==> config.mk <==
export PLATFORM = sky130hd
export DESIGN_NAME = scan_test_controller_flat
export DESIGN_NICKNAME = d
export VERILOG_FILES = /design/src/rtl/scan_test_controller_if.sv /design/src/rtl/scan_test_controller.sv /design/src/flat_wrapper.sv
export SDC_FILE = /design/constraint.sdc
export NUM_CORES = 1
export LEC_CHECK = 0
export CAP_MARGIN = 20
export CELL_PAD_IN_SITES_DETAIL_PLACEMENT = 1
export CELL_PAD_IN_SITES_GLOBAL_PLACEMENT = 1
export CORE_UTILIZATION = 42
export DETAILED_ROUTE_END_ITERATION = 12
export MAX_ROUTING_LAYER = met4
export PLACE_DENSITY = 0.83
export SYNTH_ARGS = -nofsm -noshare
export SYNTH_HDL_FRONTEND = slang
export SYNTH_SLANG_ARGS = --single-unit
==> constraint.sdc <==
create_clock -name clk -period 2.4 [get_ports clk]
set_input_delay 0.24 -clock clk [delete_from_list [all_inputs] [get_ports clk]]
set_output_delay 0.24 -clock clk [all_outputs]
set_load 0.01 [all_outputs]
### Wiring by layer, run 1

(4 px per um)
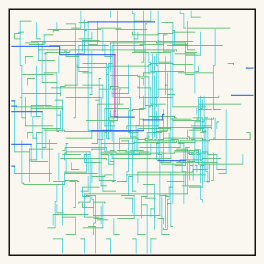
| colour | layer | wire length |
|---|---|---|
| cyan | met2 | 1450 um |
| magenta | met4 | 15.6 um |
| green | met1 | 1250 um |
| blue | met3 | 97.2 um |
Avg WL per Cell: 15.1 um
vias: 929
GRT Overall Usage: 18.3%
total wire length: 2.81 mm

### Local utilization, run 1

(6 px per um) 6 x 6 tiles, from black (low) to pale yellow (high), 0 to 100% covered.
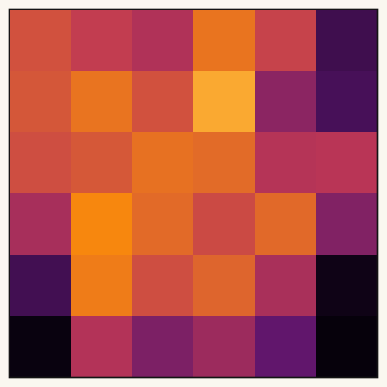
nearly empty tiles: 2.8%
mean over tiles: 48%
fullest tile: 81%
Layout Utilization: 55.0%
floorplan utilization: 44.0%
Core Area: 3340 sq um

### Clock nets, run 1

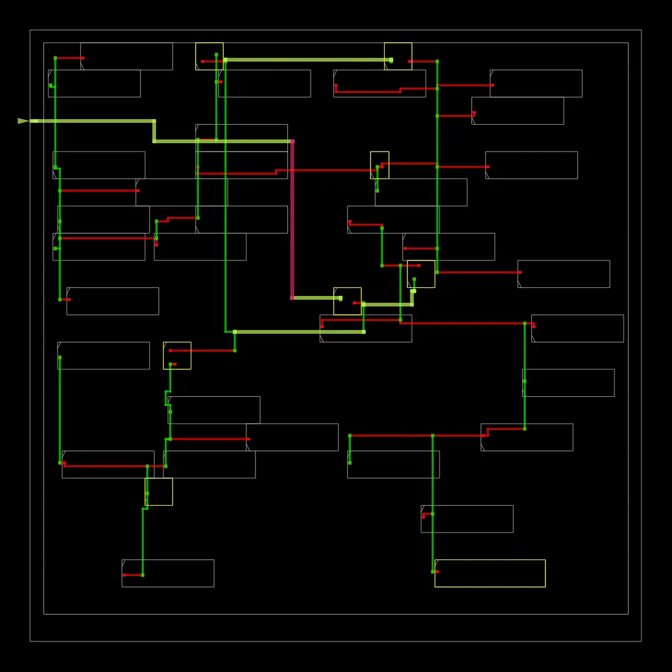
clk sinks: 32
cts bufs inserted: 5
worst skew pair latency: 330 ps

### Placed cells, one colour a class, run 1

(4 px per um)
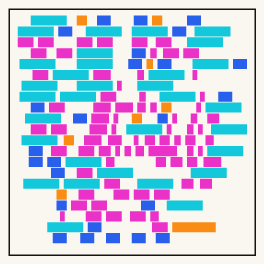
| colour | class | cells |
|---|---|---|
| orange | clock drivers and dummy loads | 8 |
| cyan | flip-flops | 32 |
| blue | other buffers and delay cells | 25 |
| magenta | all other logic | 75 |
design area: 1830 sq um
Seq/total area: 43.7%
Rows: 21

==> reports/results.ini, run 1 <==
[status]
outcome = complete, no violations

[power]
p_leak_nw = 0.790
vdd_drop_max_uv = 463
power_mw = 2.07
power_density_nw_per_um2 = 1130

[placement]
port_buffers = 23
dpl.hpwl_mm = 2.09
dp.cells = 178
placed_area_sq_um = 1750
post-place-ws_ps = 317
gp_congestion = 0.694

[global_route]
grt_first_pass_wirelength_mm = 4.60
antenna_found_initial = 0
grt_pass1_vias = 963
grt_max_degree = 33
overflow = 0

[worst_setup_path]
r2r.worst_path.cells = 5
critPathLaunchType = register
critical_path_buf_inv_count = 1
cp.required_ps = 2610
crit_path_max_incr_delay_ps = 480
criticalPathCategory = register to register
slowest_stage = ha_1
r2r_slack_ps = 310
crit_arrival_ps = 2300
cp_cell_sequence = inv_1 -> ha_1 -> nor2_1 -> a211oi_4 -> mux2_2
path_depth = 5
crit_family = adder cells
end_kind = register
path_max_fanout = 11

[timing]
min_period_ps = 2090
hold_ws_ps = 291
rsz0062_at_grt = false
tightestPinTransition_ps = 579
finalClockPeriodUsage_pct = 87.0
slew-limit-headroom_pct = 61.4
setup-violations-final = 0
drv_slew = 0
hold_viol_final = 0
worst_clock_skew_ps = 14.4
fmax_ghz = 0.479
fin_tns_setup_ps = 0
layout_setup_ws_ps = 313

[job]
drv_cap = 0
openroad.warnings = 31

[synth]
synth_area_sq_um = 1470
ys_area_sq_um = 1470
ys_seq_share_pct = 54.6
ys.flops = 32
synth_area_per_cell_sq_um = 13.2
yosysUniqueCellTypes = 23
synthCells = 111
synth_nets = 130
ys_warn_count = 0
yosys_cells = 111

[detailed_routing]
dr.pass1.iters = 4
ant_nets = 0
drc_errors = 0
vias_per_cell = 4.99
drtIter0Drc = 21

[floorplan]
die-area_sq_um = 3740
io_pins = 24
die_w_um = 61.1
die_y_um = 61.1

[finish]
final_cells = 186
diodes = 0
largest_reg_flops = 8
layout_top_cells = dfrtp_1, mux2_2, clkdlybuf4s50_1, o21ai_0, ha_1
layout_top_cell = dfrtp_1
areaGrowthSynthToFinish_pct = 25.0
fillers = 353
drive_above_1_share_pct = 28.6
nNetsFinal = 158

[clock_network]
cts_tree = built
clockBufferDepth = 2
clockRootBuffer = clkbuf_4
path_clk_slew_ps = 110
post_cts_buffers = 0
cts_resized = 0
cts_hold_buf = 0
htreeDepth = 2

[worst_hold_path]
hold_class = primary input to asynchronous set/reset pin

==> run 1: metal layers <==
metal	up-vias	wire [um]	track usage (%)
met1	465	1250	21.3
met3	2	97	6.51
met5	-	0	-
met2	16	1450	29.3
li1	446	-	-
met4	0	15	5.84
==> run 1: cells by family after synthesis <==
kind of cell,Yosys count,share of synthesized area [%]
compound gates,17,8.53
fa+ha+maj,7,5.97
buf+inv,8,2.13
flops,32,54.6
mux,30,22.9
simple gates,17,5.88
==> run 1: cells in the mapped netlist <==
library cell / instances / share of area [%]
dfrtp_1: 32 / 55
mux2_2: 29 / 22
ha_1: 7 / 6.0
o21ai_0: 7 / 2.4
nor2_1: 5 / 1.3
inv_1: 4 / 1.0
nand2_1: 4 / 1.0
nor2b_1: 4 / 1.7
clkbuf_1: 3 / 0.77
a22o_1: 2 / 1.2
o31ai_1: 2 / 1.0
a211oi_4: 1 / 1.4
a21oi_1: 1 / 0.34
a22oi_1: 1 / 0.51
a41oi_1: 1 / 0.60
and3b_1: 1 / 0.60
buf_2: 1 / 0.34
mux2i_1: 1 / 0.68
nand2b_1: 1 / 0.43
nand3_1: 1 / 0.34
nand3b_1: 1 / 0.51
o21a_1: 1 / 0.51
o41ai_1: 1 / 0.60
==> run 1: layout make-up <==
cell class	count	area [sq um]	share of cell area (%)
sequential	32	801	43.7
multi-input combinational	71	636	34.7
timing repair buffer	25	245	13.4
tap	46	57.6	3.14
clock inverter	3	42.5	2.32
clock buffer	5	37.5	2.05
inverter	4	15.0	0.819
==> run 1: report_power, final <==
part           total [mW]  internal [mW]  switching [mW]  leakage [nW]
combinational       0.816          0.439           0.377         0.369
clock               0.412          0.217           0.195        0.0412
sequential          0.840          0.721           0.119         0.380
total                2.07           1.38           0.690         0.790
==> run 2: changes to the inputs <==
==> constraint.sdc (replaced) <==
create_clock -name clk -period 2.2 [get_ports clk]
set_input_delay 0.22 -clock clk [delete_from_list [all_inputs] [get_ports clk]]
set_output_delay 0.22 -clock clk [all_outputs]
set_load 0.01 [all_outputs]
==> reports/results.ini, run 2 <==
[floorplan]
core.rowCount = 21  ; unchanged
core-area_sq_um = 3340  ; unchanged
fp_util_pct = 44.0  ; unchanged
io_pins = 24  ; unchanged
die_w_um = 61.1  ; unchanged

[clock_network]
clockRootBuffer = clkbuf_4
path_clk_slew_ps = 100  ; about the same
cts_resized = 0  ; unchanged
clkSinkCount = 32  ; unchanged
post_cts_buffers = 0  ; unchanged
htreeDepth = 2  ; unchanged
cts_hold_buf = 0  ; unchanged
clockBufferDepth = 2  ; unchanged
numCtsBuffers = 5  ; unchanged

[timing]
fin_tns_setup_ps = 0  ; unchanged
fmax_ghz = 0.496  ; +3.6%
setup-violations-final = 0  ; unchanged
hold_viol_final = 0  ; unchanged
slew-limit-headroom_pct = 51.8  ; -9.6 points
layout_setup_ws_ps = 185  ; -128 ps
finalClockPeriodUsage_pct = 91.6  ; +4.6 points

[global_route]
overflow = 0  ; unchanged
grt_max_degree = 33  ; unchanged
antenna_found_initial = 0  ; unchanged
grt_pass1_vias = 1050  ; +9.0%
grt_first_pass_wirelength_mm = 4.87  ; +6.0%

[synth]
ys.flops = 32  ; unchanged
synth_top_cell_by_count = dfrtp_1
synth-edff-count = 0  ; unchanged
topCellsByArea = dfrtp_1, mux2_2, ha_1, o21ai_0, nor2b_1
synth_top_area_share_pct = 54.6  ; unchanged
synth_top_cell_by_area = dfrtp_1
synth_nets = 130  ; unchanged
ys_area_sq_um = 1470  ; unchanged
top_cells_by_count = dfrtp_1, mux2_2, ha_1, o21ai_0, nor2_1
ys_warn_count = 0  ; unchanged
yosys_cells = 111  ; unchanged
synth_area_per_cell_sq_um = 13.2  ; unchanged
ys_seq_share_pct = 54.6  ; unchanged
synth_area_sq_um = 1470  ; unchanged

[worst_hold_path]
hold_class = primary input to asynchronous set/reset pin

[detailed_routing]
drc_errors = 0  ; unchanged
vias_per_cell = 5.11  ; +2.4%
drtIter0Drc = 34  ; +62%

[placement]
gp_congestion = 0.733  ; +5.7%
post-place-ws_ps = 225  ; -92.2 ps
port_buffers = 23  ; unchanged
dp.cells = 179  ; +0.56%

[finish]
nNetsFinal = 159  ; +0.63%
largest_reg_flops = 8  ; unchanged
areaGrowthSynthToFinish_pct = 24.2
fillers = 353  ; unchanged

[worst_setup_path]
r2r.worst_path.cells = 5  ; unchanged
critPathLaunchType = register
cp_cell_sequence = inv_1 -> ha_1 -> nor2b_1 -> a211oi_4 -> mux2_2
crit_arrival_ps = 2230  ; -70 ps
path_max_fanout = 9  ; -2
criticalPathCategory = register to register
r2r_slack_ps = 180  ; -130 ps
crit_path_max_incr_delay_ps = 610  ; +130 ps
end_kind = register

[job]
drv_cap = 0  ; unchanged
openroad.warnings = 31  ; unchanged

[status]
outcome = complete, no violations

[power]
p_leak_nw = 0.792  ; +0.23%
vdd_drop_max_uv = 645  ; +40%

## run 2: worst max-delay path, delay by kind of cell, from the launching register on
family / cells / cell delay (ps)
simple gates: 1 / 610
flops: 1 / 430
mux: 1 / 320
fa+ha+maj: 1 / 240
compound gates: 1 / 160
buf+inv: 1 / 150
## run 2: layer usage
metal,vias up,GRT usage [%],wire length [um]
met5,-,-,0
li1,451,-,-
met2,11,32.1,1610
met4,0,2.92,0
met3,0,5.67,69
met1,494,22.6,1230
## run 2: layout make-up
cell class	instances	area, sq um	area share (%)
Clock buffer	6	51.3	2.81
Clock inverter	2	10.0	0.549
Inverter	4	15.0	0.824
Multi-Input combinational cell	71	636	34.9
Sequential cell	32	801	43.9
Tap cell	46	57.6	3.16
Timing Repair Buffer	26	253	13.9
## run 2: logic make-up after synthesis
kind of cell	share of synthesized area, %
mux	22.9
buf+inv	2.13
simple gates	5.88
compound gates	8.53
flops	54.6
fa+ha+maj	5.97
## run 2: through the flow
| step | util [%] | total power, mW | instance area (sq um) | hold slack [ps] |
|---|---|---|---|---|
| finish | 54.6 | 2.18 | 1820 | 282 |
| global route | 54.6 | 2.34 | 1820 | 346 |
| CTS | 54.6 | 2.20 | 1820 | 298 |
| detailed placement | 52.8 | 1.85 | 1760 | 494 |
| global placement | 52.8 | 1.77 | 1760 | 485 |
| floorplan | - | 1.58 | 1470 | 336 |
## run 2: power breakdown
group	switching, mW	internal, mW	leakage, nW
registers	0.130	0.787	0.380
clock network	0.194	0.152	0.0380
logic	0.420	0.494	0.374
### Wiring by layer, run 2

(4 px per um)
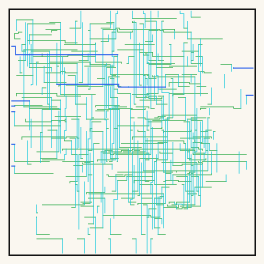
| colour | layer | wire length |
|---|---|---|
| blue | met3 | 69.9 um |
| green | met1 | 1230 um |
| cyan | met2 | 1610 um |
total wire length: 2.91 mm
Avg WL per Cell: 15.6 um

### Placed cells, one colour a class, run 2

(4 px per um)
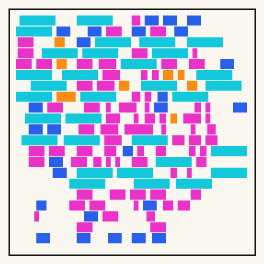
| colour | class | cells |
|---|---|---|
| magenta | all other logic | 75 |
| blue | other buffers and delay cells | 26 |
| orange | clock drivers and dummy loads | 8 |
| cyan | flip-flops | 32 |
Seq/total area: 43.9%
design area: 1820 sq um

### Clock nets, run 2

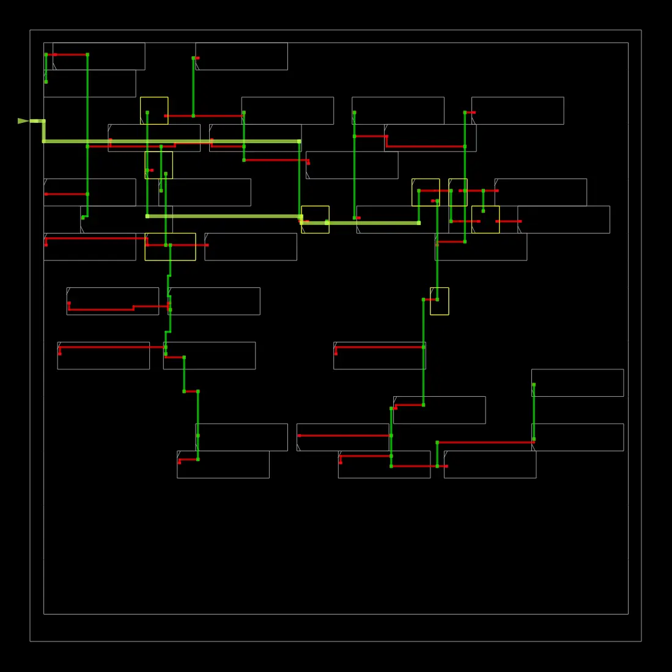
clk_skew: 13.5 ps
flip-flops: 32
Clk. pwr: 0.346 mW
worst skew pair latency: 320 ps

Power is estimated from default activity; no workload was simulated.
